Where the registers sit:
Bar = 50 microns.
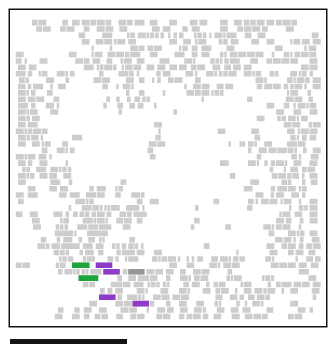
Track usage over the die:
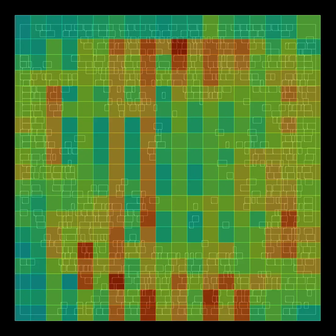
Sizing map:
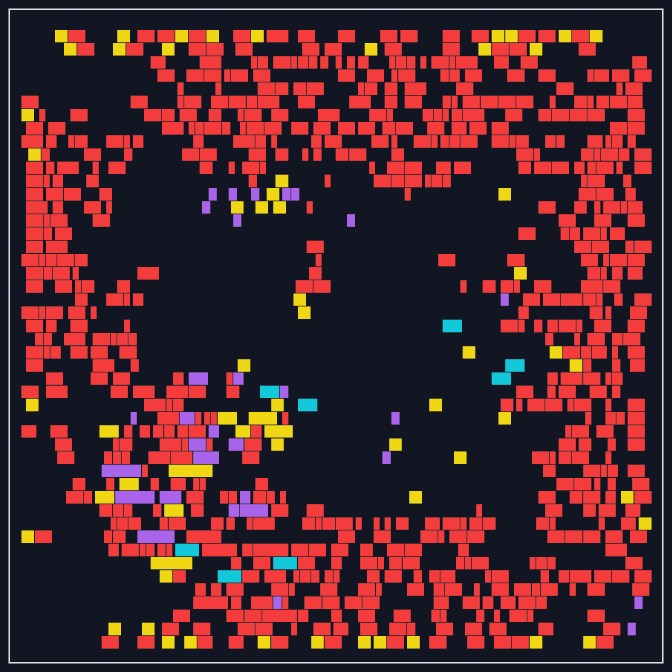
Wiring by layer:
Only two layers are drawn.
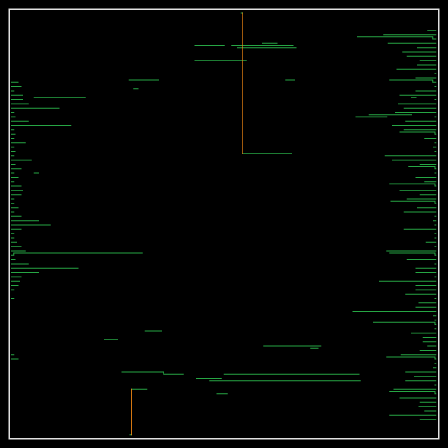
Logic cells by family:
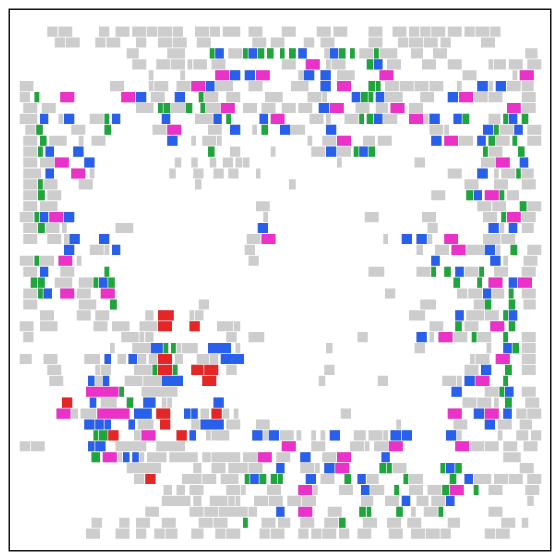
==> config.mk <==
export PLATFORM = sky130hd
export DESIGN_NAME = global_mem_bank_arbiter
export DESIGN_NICKNAME = d
export VERILOG_FILES = /design/src/rtl/global_mem_bank_arbiter_pkg.sv /design/src/rtl/global_mem_bank_arbiter_rr_arbiter.sv /design/src/rtl/global_mem_bank_arbiter.sv
export SDC_FILE = /design/constraint.sdc
export NUM_CORES = 1
export LEC_CHECK = 0
export ABC_AREA = 0
export CELL_PAD_IN_SITES_DETAIL_PLACEMENT = 0
export CELL_PAD_IN_SITES_GLOBAL_PLACEMENT = 1
export CORE_MARGIN = 2
export CORE_UTILIZATION = 18
export CTS_BUF_LIST = sky130_fd_sc_hd__clkbuf_2 sky130_fd_sc_hd__clkbuf_4 sky130_fd_sc_hd__clkbuf_8
export DETAILED_ROUTE_END_ITERATION = 8
export GPL_TIMING_DRIVEN = 0
export MAX_ROUTING_LAYER = met4
export PLACE_DENSITY = 0.8
export SLEW_MARGIN = 40
export SYNTH_ARGS = -nofsm -noshare
export SYNTH_HDL_FRONTEND = slang
export SYNTH_SLANG_ARGS = --single-unit
==> constraint.sdc <==
create_clock -name clk -period 4.1 [get_ports clk]
set_clock_uncertainty 0.1 [all_clocks]
set_input_delay 0.41 -clock clk [delete_from_list [all_inputs] [get_ports clk]]
set_output_delay 0.41 -clock clk [all_outputs]
set_load 0.02 [all_outputs]
==> results.tsv <==
metric	value	unit
outcome	completed	
max-cap viol count	0	
fraction of registers with async set/reset	0	
initial antenna violation count	0	
Worst slew margin	0.6190	
WS Path Type	in2out	
Placer Congestion	0.8150	
Logic pwr share	0.877	
Total Power	1.535	mW
number of global-route vias before repair	4224	
critical path peak fanout	10	
CTS tree	done	
CP arrival	3.42	ns
Yosys warning total	0	
Synth Area in XOR/XNOR	0	
syn_nets	712	
clock root buffer	clkbuf_8	
Net Sw Frac	0.4867	
cell family with most CP delay	buffers and inverters	
r2r setup slk	1.26	ns
layout net count	1009	
fmax	254.7	MHz
Yosys Instances	470	
row cnt	47	
Post-synth area hogs	mux2i_1, o211ai_1, buf_4, a31oi_1, nand3_1	
wire length on met1	7214	microns
Critical Path Start Type	input pin	
Dominant flop cell	dfxtp_1	
Req. time, crit path	3.59	ns
Crit path largest cell delay	0.53	ns
GRT met3 Usage	0.02402	
Core Region	16640	sq um
Vias per Instance	4.535	
Syn Std Cell Area	3069	sq um
Top pwr grp	combinational logic	
Hold Path Class	reg2reg	
placed cell areas	6247	sq um
htree depth	1	
Clock Path Buffers	2	
Avg Cell Area, Syn	6.530	sq um
fp util	0.1844	
crit path time final	3.926	ns
Met3 Wirelength	1184	microns
Most Crowded Layer GR	met2	
Adder Area Share	0.03261	
clock-pin slew on the worst setup and hold paths	0.04	ns
Synthesized registers	7	
clk latency late pin	0.23	ns
crit end category	primary output	
max reg flops	4	
pin count of the biggest net entering global routing	13	
dpl hpwl	13470	microns
flop count	7	
P_sw	0.7472	mW
worst-path cell chain	clkdlybuf4s50_1 > nor2_4 > mux4_2 > a21oi_2 > a221o_1 > or2_4 > o21ai_4 > buf_6 > buf_6 > a31oi_1 > dlygate4sd2_1	
Leakage	3.265	nW
final core occ	0.3884	
Tap Cells	220	
Max-area cell share	0.1663	
Least-Margin Pin Slew	0.5715	ns
cell depth of the worst setup path	11	
IO buf count	290	
cts hold-fix bufs	0	
Reg2Reg Depth	9	
Log Warnings	34	
Most common cell on crit path	buf_6	
Post-synth EDFFs	0	
Synth logic family	AND-OR/OR-AND gates	
Seq pwr share	0.060	
clock share of power	0.063	
DIE WIDTH	134.6	microns
Top cells excl fill/tap	clkdlybuf4s50_1, nand2_1, inv_1, mux2i_1, buf_4	
RSZ-0062 raised after global routing	yes	
DR WL met2	8373	microns
Worst path slowest cell	clkdlybuf4s50_1	
Comb power	1.35	mW
Ant. Diodes	0	
yosys stat chip area	3069	sq um
Fillers	1771	
Synth Seq Share	0.04566	
max-slew violations	0	
Post-Synthesis Cells	470	
Leading cell kind	buffers	
Power Dens Cells	237.5	nW/um^2
cts bufs inserted	3	
clock-net power	0.0965	mW
hold path depth	2	
Final Hold Viols	0	
post-CTS setup buffer count	2	
cts repair resizes	53	
placed cells	980	
Die Ht	134.6	microns
total negative setup slack	0	ns
-- 'where the registers sit' (at the start) --
signal	colour	placed flops
u_rr_arbiter.ptr	green	2
tag_p	purple	4
Seq/total area: 0.02245
seq pwr: 0.0922 mW
storage element area: 145.1 sq um

-- 'track usage over the die' (at the start) --
Total GRT Usage: 0.1747
GRT met2 Usage: 0.3019
met1 usage: 0.2283

-- 'sizing map' (at the start) --
size	colour	cells	share
x6 and larger	cyan	8	1.0%
x2	purple	30	3.9%
x1 and smaller	red	665	87%
x3 and x4	yellow	63	8.2%
layout overhead on the synthesized area: 110.6%
Signal buffers: 367
post-route cell area: 6464 sq um
Final WS setup: 0.1736 ns

-- 'wiring by layer' (at the start) --
layer	colour	wire length
M3	green	1180 microns
M4	orange	58.5 microns
drt wl/cell: 17.07 microns
DR vias: 4472
total wire length: 16830 microns

-- 'logic cells by family' (at the start) --
family	colour	cells	most used
nand cells	green	105	nand2_1
aoi and oai cells	blue	120	a31oi_1
non-inverting ao/oa cells	red	15	o21a_1
mux cells	magenta	53	mux2i_1
post-route insts no fill: 986
most numerous logic cell after layout: clkdlybuf4s50_1
logic share of the area: 0.3593

[synthesized netlist by cell type, types with 2 or more instances]
library cell and count:
a221o_1 2, inv_1 54, nor3_1 4, or2_2 2
mux2i_1 51, o21ai_2 2, buf_6 2, o21a_1 5
buf_2 13, a21o_1 2, nand3_1 49, and3_1 3
ha_1 8, a31oi_1 50, buf_4 46, clkbuf_1 14
and2_1 7, mux4_2 2, dfxtp_1 7, o21ai_0 10
nor2_2 2, nand2_1 54, o211ai_1 48, nor2_1 10
[logic make-up after synthesis]
group,count (synthesis)
multiplexers,53
buffers and inverters,130
adder cells (fa/ha/maj),8
flip-flops,7
AND-OR/OR-AND,135
AND/OR/NAND/NOR,137
Power and IR drop assume default switching activity.
